### Routed metal, one color a layer, run 1

Drawn at 4 px/micron. Only two layers are drawn.
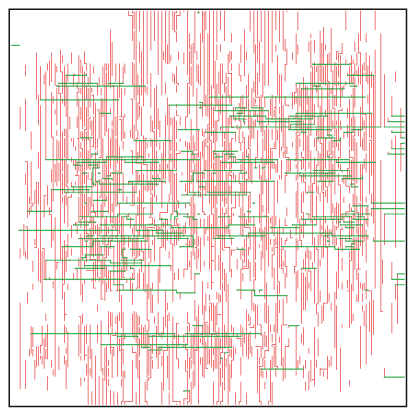
### I/O pins on the die edge, run 1

Drawn at 4 px/micron. Pins as bars across the die edge, other pins in gray.
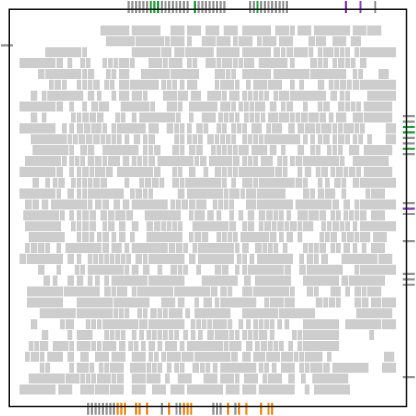
### Placement view, run 1

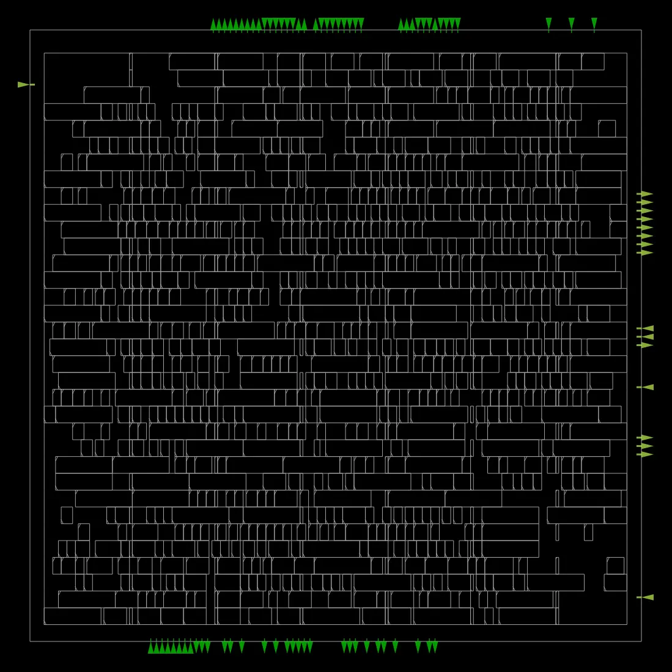
### Wires at chosen ports, followed through buffers, run 1

Drawn at 3 px/micron.
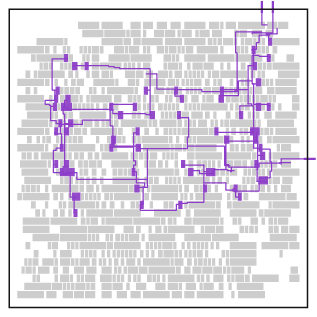
[config.mk]
export PLATFORM = sky130hd
export DESIGN_NAME = wb_regfile
export DESIGN_NICKNAME = d
export VERILOG_FILES = /design/src/rtl/wb_regfile.sv
export SDC_FILE = /design/constraint.sdc
export NUM_CORES = 1
export LEC_CHECK = 0
export ABC_AREA = 1
export CORE_MARGIN = 2
export CORE_UTILIZATION = 60
export CTS_BUF_LIST = sky130_fd_sc_hd__clkbuf_4
export DETAILED_ROUTE_END_ITERATION = 16
export PLACE_DENSITY = 0.88
export REMOVE_ABC_BUFFERS = 1
export SLEW_MARGIN = 20
export SYNTH_ARGS = -nofsm -noshare
export SYNTH_HDL_FRONTEND = slang
export SYNTH_SLANG_ARGS = --single-unit
[constraint.sdc]
create_clock -name clk -period 2.6 [get_ports clk]
set_clock_uncertainty 0.2 [all_clocks]
set_input_delay 0.26 -clock clk [delete_from_list [all_inputs] [get_ports clk]]
set_output_delay 0.26 -clock clk [all_outputs]
set_load 0.05 [all_outputs]
[src/rtl/wb_regfile.sv]
// wb_regfile
// Write-back stage and architectural register file for the 8-bit pipeline.
// Selects the write-back value, commits it to an NREGS x DATA_W array, and
// serves two combinational read ports with same-cycle write bypass. It also
// keeps a saturating retired-instruction counter and a last-write record.
//
// Ports:
//   clk           clock, all state updates on the rising edge
//   rst           asynchronous active-low reset
//   WB_regwrite   commit enable for this cycle's write-back
//   WB_ImmLoad    1: write WB_ImmData, 0: write WB_ALUres
//   WB_ALUres     ALU result from EX/WB
//   WB_ImmData    immediate data from EX/WB
//   WB_writereg   destination register index
//   WB_instr      instruction in WB (8'h00 = bubble)
//   ID_readreg1/2 read port indices
//   ID_readdata1/2 read port data (combinational, bypassed)
//   WB_writedata  selected write-back value (combinational)
//   retire_count  saturating count of retired non-bubble instructions
//   last_wb_reg   index of the most recent committed write
//   last_wb_data  data of the most recent committed write
module wb_regfile #(
  parameter int DATA_W = 8,
  parameter int NREGS  = 8,
  parameter int ADDR_W = 3,
  parameter int CNT_W  = 16
) (
  input  logic              clk,
  input  logic              rst,
  input  logic              WB_regwrite,
  input  logic              WB_ImmLoad,
  input  logic [DATA_W-1:0] WB_ALUres,
  input  logic [DATA_W-1:0] WB_ImmData,
  input  logic [ADDR_W-1:0] WB_writereg,
  input  logic [7:0]        WB_instr,
  input  logic [ADDR_W-1:0] ID_readreg1,
  input  logic [ADDR_W-1:0] ID_readreg2,
  output logic [DATA_W-1:0] ID_readdata1,
  output logic [DATA_W-1:0] ID_readdata2,
  output logic [DATA_W-1:0] WB_writedata,
  output logic [CNT_W-1:0]  retire_count,
  output logic [ADDR_W-1:0] last_wb_reg,
  output logic [DATA_W-1:0] last_wb_data
);

  logic [DATA_W-1:0] regs [NREGS];
  logic              wr_active;

  assign WB_writedata = WB_ImmLoad ? WB_ImmData : WB_ALUres;

  // A write is only live while out of reset; this gates both the array
  // commit (implicitly, via the async clear) and the bypass path.
  assign wr_active = rst & WB_regwrite;

  always_comb begin
    ID_readdata1 = '0;
    ID_readdata2 = '0;
    if (rst) begin
      if (wr_active && (WB_writereg == ID_readreg1))
        ID_readdata1 = WB_writedata;
      else
        ID_readdata1 = regs[ID_readreg1];

      if (wr_active && (WB_writereg == ID_readreg2))
        ID_readdata2 = WB_writedata;
      else
        ID_readdata2 = regs[ID_readreg2];
    end
  end

  always_ff @(posedge clk or negedge rst) begin
    if (!rst) begin
      for (int i = 0; i < NREGS; i++)
        regs[i] <= '0;
      last_wb_reg  <= '0;
      last_wb_data <= '0;
    end else if (WB_regwrite) begin
      regs[WB_writereg] <= WB_writedata;
      last_wb_reg       <= WB_writereg;
      last_wb_data      <= WB_writedata;
    end
  end

  // Retirement is independent of regwrite so stores and branches count.
  // The counter holds at all-ones rather than wrapping.
  always_ff @(posedge clk or negedge rst) begin
    if (!rst)
      retire_count <= '0;
    else if ((WB_instr != 8'h00) && (retire_count != {CNT_W{1'b1}}))
      retire_count <= retire_count + 1'b1;
  end

endmodule

==> reports/summary.rpt, run 1 <==
STATUS
-----------------------------------------------------------------------------------------------
Outcome                                                                               completed

FINAL TIMING
-----------------------------------------------------------------------------------------------
Minimum hold slack                                                                     0.150 ns
Setup TNS                                                                                  0 ns
Fmax achieved                                                                           408 MHz
Unrepaired setup endpoints after global routing                                              no
Smallest setup slack after layout                                                      0.147 ns
Final Slew Violations                                                                         0
Final period utilization                                                                  94.4%
Worst-Margin Slew                                                                      0.789 ns
Finish-stage setup viols                                                                      0
Worst slew margin relative to its limit                                                   47.4%
Period minus WS final                                                                   2.45 ns
Count of final hold-check violations                                                          0

CLOCK TREE
-----------------------------------------------------------------------------------------------
Worst skew pair latency                                                                 0.45 ns
Number of clock sinks                                                                        91
CTS Buffer Depth                                                                              2
Post-CTS setup buffer count                                                                   0
CTS tree                                                                                  built
Clock buffer count from CTS                                                                   9
Buffer cell driving the clock tree root                                            sky130_fd_sc_hd__clkbuf_4
Number of H-tree levels                                                                       3
Clock input transition at the sequential cells of the worst setup and hold paths        0.16 ns

FLOORPLANNING
-----------------------------------------------------------------------------------------------
Standard cell core area                                                            0.00872 sq mm
# rows                                                                                       34
Initial standard-cell utilization of the core                                             62.0%
Die outline area                                                                   0.00979 sq mm

DETAILED ROUTING
-----------------------------------------------------------------------------------------------
Met2 wire length                                                                   7770 microns
Top Metal Used                                                                             met4
Vias per Instance                                                                          5.84
Detail-routed net length per standard cell                                         16.0 microns
First drt pass iteration count                                                                5
Iteration-0 DRC count of the detailed router                                                637
Remaining number of nets flagged by the antenna check after routing                           0
Post-route DRC                                                                                0
DR WL met3                                                                         1410 microns
Routed length on met1                                                              6190 microns

LOGIC SYNTHESIS
-----------------------------------------------------------------------------------------------
Post-synthesis cell count from yosys                                                        796
Post-synthesis instance area                                                       0.00541 sq mm
Share of the synthesized area in the top cell type                                        42.1%
Commonest cells in the netlist                                                     sky130_fd_sc_hd__nand2_1 (323), sky130_fd_sc_hd__nand3_1 (99), sky130_fd_sc_hd__dfrtp_1 (91)
Area figure in the yosys stat output                                               0.00541 sq mm
Xor and xnor area share after synthesis                                                  0.972%
Sequential area share after synthesis                                                     42.1%
Dominant combinational family                                                      simple AND/OR/NAND/NOR gates
Ys Warns                                                                                      0
Yosys adder share                                                                        0.231%
Fraction of registers with async set/reset                                                 100%
Main area contributors                                                             sky130_fd_sc_hd__dfrtp_1 (42%), sky130_fd_sc_hd__nand2_1 (22%), sky130_fd_sc_hd__nand3_1 (9.2%), sky130_fd_sc_hd__o21ai_0 (6.4%), sky130_fd_sc_hd__nor2_1 (5.3%)
Synthesized-area fraction occupied by and/or/nand/nor cells                               39.1%
Proportion of synthesized area in mux cells                                                  0%
Syn Area/Cell                                                                        6.80 sq um
Synth unique cells                                                                           26
Post-synthesis cell type with the largest combined area                            sky130_fd_sc_hd__dfrtp_1
Instance count of the mapped netlist                                                        796
Top-count cell post-synth                                                          sky130_fd_sc_hd__nand2_1
Area fraction in compound gates after synthesis                                           10.5%
Flops after synth                                                                            91
Number of synthesized flops with an enable pin                                                0
Dominant Register Cell                                                             sky130_fd_sc_hd__dfrtp_1

WORST SETUP PATH
-----------------------------------------------------------------------------------------------
Highest net fanout along the worst path                                                       6
Nature of the critical path startpoint                                             primary input
Kind of critical path                                                              primary input to primary output
FF-to-FF Start                                                                     retire_count[0]$_DFFE_PN0P_
Critical-path cell list                                                            clkdlybuf4s50_1 -> inv_2 -> nand2_1 -> nand2_1 -> nor2_1 -> nand2_1 -> buf_4 -> nand2_1 -> nor2_1 -> nor2_1 -> buf_12
Reg-to-reg endpoint                                                                retire_count[13]$_DFFE_PN0P_
Delay-heaviest family, CP                                                          buffers and inverters
Critical Path Source                                                               WB_writereg[1]
Cell depth of the worst flop-to-flop path                                                     6
Critical path data required time                                                        2.14 ns
Category of the worst setup path capture point                                     primary output
Setup crit end                                                                     ID_readdata2[5]
Arrival time at the worst endpoint                                                      1.99 ns
Slowest stage cell, crit path                                                      sky130_fd_sc_hd__clkdlybuf4s50_1
Slowest Stage Delay on Critical Path                                                    0.62 ns
Buf/Inv on CP                                                                                 4
Number of logic stages on the critical path including buffering                              11
Setup slack, reg-to-reg                                                                 0.72 ns
Critical Path Most Common Cell                                                     sky130_fd_sc_hd__nand2_1

FINAL LAYOUT
-----------------------------------------------------------------------------------------------
Finished layout cell area                                                          0.00678 sq mm
Max FFs per register                                                                         64
Final core utilization                                                                    77.8%
Largest register by flop count                                                             regs
Area growth, synth to finish                                                              25.4%
Largest registers                                                                  regs x64, retire_count x16, last_wb_data x8
Fraction of final layout cells with drive strength greater than 1                         9.66%
Most instantiated logic cell after routing                                         sky130_fd_sc_hd__nand2_1
Commonest non-fill, non-tap cells in the layout                                    sky130_fd_sc_hd__nand2_1 (323), sky130_fd_sc_hd__nand3_1 (99), sky130_fd_sc_hd__dfrtp_1 (91)
Number of nets at the end of the flow                                                       923

PLACEMENT
-----------------------------------------------------------------------------------------------
Detailed Place HPWL                                                                11600 microns
Last weighted congestion value of the routability-driven placer                           0.938
Worst setup timing slack at the placement stage                                        0.201 ns
Placed inst area                                                                   0.00663 sq mm
Instance count after placement with tap cells included                                      980

GLOBAL ROUTE
-----------------------------------------------------------------------------------------------
Vias in the first global route                                                             5524
Global-route track usage on met3                                                          5.18%
Largest net degree at the start of global routing                                            64
Routing layer with the top usage in global route                                           met2
Met2 track demand over resource in global routing                                         54.3%
Number of antenna violations at the first check in global routing                             0
Global-route wire length before repair                                             26000 microns
Global route total overflow                                                                   0
Met1 GRT Util                                                                             42.9%

POWER AND IR DROP
-----------------------------------------------------------------------------------------------
Combinational cell power                                                                1.68 mW
Post-route total power                                                                  4.38 mW
Net Sw Power                                                                            1.83 mW
Internal power                                                                          2.55 mW
Seq group                                                                               1.97 mW
Clock share of power                                                                      16.7%
Max VDD drop                                                                         0.000406 V
Sw frac                                                                                   41.8%
P_leak                                                                                  3.28 nW
P per Cell Area                                                                     646 mW/mm^2
Max power group                                                                    sequential cells
Power consumed by the clock network                                                    0.730 mW
Combinational cell fraction of total power                                                38.4%
Sequential group share of total power                                                     45.0%

FLOW RUN
-----------------------------------------------------------------------------------------------
Total of max-cap violations                                                                   0
Tally of OpenROAD warnings                                                                   25

MIN PATH
-----------------------------------------------------------------------------------------------
Worst Hold Class                                                                   primary input to async pin

Back to the opening pictures, 'Routed metal, one color a layer':
legend:
  metal 3:
    color: green
    wire_length: 1410 microns
  metal 2:
    color: red
    wire_length: 7770 microns
routed wire length: 16000 microns
overall via count from detail_route: 5833
total global routing track utilization: 33.0%

Back to the opening pictures, 'I/O pins on the die edge':
legend:
  `WB_writedata`:
    color: green
    pins: 8
    direction: output
    edge: 5 north, 3 east
  `ID_readreg1`:
    color: purple
    pins: 3
    direction: input
    edge: 2 north, 1 east
  `retire_count`:
    color: orange
    pins: 16
    direction: output
    edge: south
Die Ht: 98.9 microns
x dimension of the die: 98.9 microns

Back to the opening pictures, 'Placement view':
registers: 91
Post-Layout Cell Count: 999
Tapcells: 108
filler instances: 618

Back to the opening pictures, 'Wires at chosen ports, followed through buffers':
legend:
  `ID_readreg1`:
    color: purple
    bits: 3
    direction: input
    edge: 2 north, 1 east
    end_cells: 65
    buffers: 8
    wire: 809 microns
buffers added on ports: 87
IO Count: 88

==> run 1: worst reg2reg max path: cells and delay by family, from the launching register on <==
| kind | cells | cell delay, ns |
|---|---|---|
| and+or+nand+nor | 4 | 0.44 |
| DFF | 1 | 0.49 |
| AOI/OAI and AO/OA | 1 | 0.43 |
| adders and majority gates | 1 | 0.27 |
==> run 1: final cells by class <==
type                       instances  area (sq um)
antenna                            1          2.50
inverter                          46           173
tap                              108           135
sequential                        91          2280
multi-input combinational        621          2760
clock buffer                       9          67.6
fill                             618          1940
timing repair buffer             116          1320
clock inverter                     7          52.6
==> run 1: repair_timing <==
action                     CTS  global route
hold endpoints to repair    28             0
setup endpoints to repair    0             1
hold buffers                 2             0
gates resized                0             1
### Drive-strength map, run 1

Drawn at 4 px/micron.
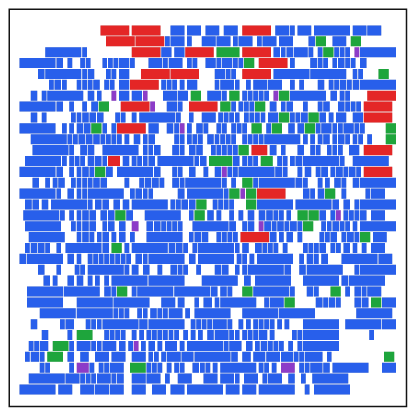

==> run 1 -> run 2 <==
--- a/config.mk
+++ b/config.mk
@@ -6,6 +6,7 @@
 export NUM_CORES = 1
 export LEC_CHECK = 0
 export ABC_AREA = 1
+export CAP_MARGIN = 40
 export CORE_MARGIN = 2
 export CORE_UTILIZATION = 60
 export CTS_BUF_LIST = sky130_fd_sc_hd__clkbuf_4
### Drive-strength map, run 2

Drawn at 4 px/micron.
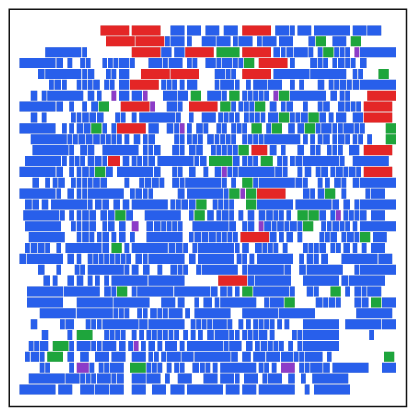
legend:
  _6 and larger:
    color: red
    cells: 26
    share: 2.9%
    most_used: buf_12
  _0 and _1 cells:
    color: blue
    cells: 804
    share: 90%
    most_used: nand2_1
  _3 and _4 cells:
    color: green
    cells: 47
    share: 5.3%
    most_used: buf_4
  _2 cells:
    color: purple
    cells: 14
    share: 1.6%
    most_used: inv_2

==> run 2 against run 1 <==
Compared with the run above: first-iteration DRC count fell by 2.4%; synthesized area did not move; cell count did not move; largest cell class unchanged; global-route usage did not move; critical path type unchanged; die size did not move.
==> reports/summary.rpt, run 2 <==
POWER AND IR DROP
-----------------------------------------------------------------------------------------------
P per Cell Area                                                                     644 mW/mm^2

GLOBAL ROUTE
-----------------------------------------------------------------------------------------------
Number of antenna violations at the first check in global routing                             0
Total global routing track utilization                                                    33.0%
Largest net degree at the start of global routing                                            64
Global route total overflow                                                                   0

CLOCK TREE
-----------------------------------------------------------------------------------------------
Number of clock sinks                                                                        91
Worst skew pair latency                                                                 0.45 ns
CTS tree                                                                                  built
Post-cts hold-fix buffer tally                                                                2
Clock input transition at the sequential cells of the worst setup and hold paths        0.16 ns
CTS Buffer Depth                                                                              2

FINAL TIMING
-----------------------------------------------------------------------------------------------
Finish-stage setup viols                                                                      0
Setup TNS                                                                                  0 ns
Count of final hold-check violations                                                          0
Worst slew margin relative to its limit                                                   56.7%
Period minus WS final                                                                   2.46 ns

LOGIC SYNTHESIS
-----------------------------------------------------------------------------------------------
Area figure in the yosys stat output                                               0.00541 sq mm
Share of the synthesized area in the top cell type                                        42.1%
Instance count of the mapped netlist                                                        796
Sequential area share after synthesis                                                     42.1%
Dominant combinational family                                                      simple AND/OR/NAND/NOR gates
Synthesized-area fraction occupied by and/or/nand/nor cells                               39.1%
Proportion of synthesized area in mux cells                                                  0%
Syn Area/Cell                                                                        6.80 sq um
Flops after synth                                                                            91
Area fraction in compound gates after synthesis                                           10.5%
Post-synthesis cell count from yosys                                                        796
Post-synthesis cell type with the largest combined area                            sky130_fd_sc_hd__dfrtp_1
Commonest cells in the netlist                                                     sky130_fd_sc_hd__nand2_1 (323), sky130_fd_sc_hd__nand3_1 (99), sky130_fd_sc_hd__dfrtp_1 (91)
Yosys adder share                                                                        0.231%
Dominant Register Cell                                                             sky130_fd_sc_hd__dfrtp_1

FINAL LAYOUT
-----------------------------------------------------------------------------------------------
Number of nets at the end of the flow                                                       924
# clk buffers                                                                                 9
Final core utilization                                                                    78.0%
Commonest non-fill, non-tap cells in the layout                                    sky130_fd_sc_hd__nand2_1 (323), sky130_fd_sc_hd__nand3_1 (99), sky130_fd_sc_hd__dfrtp_1 (91)
Fraction of final layout cells with drive strength greater than 1                         9.76%
Number of non-clock inverters                                                                46
Registers                                                                                    91
Sequential cell area in the final layout                                           0.00228 sq mm
Sequential portion of the cell area                                                       33.5%
Area growth, synth to finish                                                              25.7%
Dominant kind of cell by area                                                      combinational gates
Logic area                                                                         0.00276 sq mm
Largest registers                                                                  regs x64, retire_count x16, last_wb_data x8
Multi-input logic cell count                                                                621
Most instantiated logic cell after routing                                         sky130_fd_sc_hd__nand2_1
Number of inserted diodes                                                                     0
Filler instances                                                                            610

PLACEMENT
-----------------------------------------------------------------------------------------------
Buffers added on ports                                                                       87
Detailed Place HPWL                                                                11600 microns

FLOW RUN
-----------------------------------------------------------------------------------------------
Tally of OpenROAD warnings                                                                   25
Total of max-cap violations                                                                   0

WORST SETUP PATH
-----------------------------------------------------------------------------------------------
Highest net fanout along the worst path                                                       6
Critical-path cell list                                                            clkdlybuf4s50_1 -> inv_2 -> nand2_1 -> nand2_1 -> nor2_1 -> nand2_1 -> buf_4 -> nand2_1 -> nor2_1 -> nor2_1 -> buf_12
Buf/Inv on CP                                                                                 4
Slowest stage cell, crit path                                                      sky130_fd_sc_hd__clkdlybuf4s50_1
Nature of the critical path startpoint                                             primary input
Critical Path Most Common Cell                                                     sky130_fd_sc_hd__nand2_1
Reg-to-reg endpoint                                                                retire_count[7]$_DFFE_PN0P_
Critical path data required time                                                        2.14 ns
FF-to-FF Start                                                                     retire_count[0]$_DFFE_PN0P_

DETAILED ROUTING
-----------------------------------------------------------------------------------------------
First drt pass iteration count                                                                5
Iteration-0 DRC count of the detailed router                                                622
Routed wire length                                                                 16000 microns
Vias per Instance                                                                          5.82
Detail-routed net length per standard cell                                         16.0 microns

FLOORPLANNING
-----------------------------------------------------------------------------------------------
# rows                                                                                       34
Standard cell core area                                                            0.00872 sq mm
IO Count                                                                                     88
X dimension of the die                                                             98.9 microns
Die Ht                                                                             98.9 microns
Die outline area                                                                   0.00979 sq mm

STATUS
-----------------------------------------------------------------------------------------------
Outcome                                                                               completed

[run 2: metal layers]
layer  global-route usage, %  wire length (microns)
met3                    5.18                   1550
met2                    54.3                   7810
met5                       0                      0
met4                    15.5                    546
met1                    42.9                   6120
[run 2: per-stage QoR]
step,power (mW),setup slack [ns],hold WS [ns],instance area [sq um],std cells
detailed placement,3.65,0.201,-0.0878,6630,980
finish,4.38,0.141,0.153,6800,999
CTS,4.36,0.197,0.143,6770,998
global route,4.61,0.0413,0.159,6800,999
floorplan,2.96,0.389,-0.236,5200,758
global placement,3.58,0.251,-0.0936,6630,980
[run 2: where the power goes]
group | total (mW) | internal [mW] | switching (mW)
combinational | 1.69 | 0.655 | 1.03
clock | 0.727 | 0.204 | 0.524
sequential | 1.97 | 1.69 | 0.277
No activity file was given, so power comes from the tool's default toggle rates.
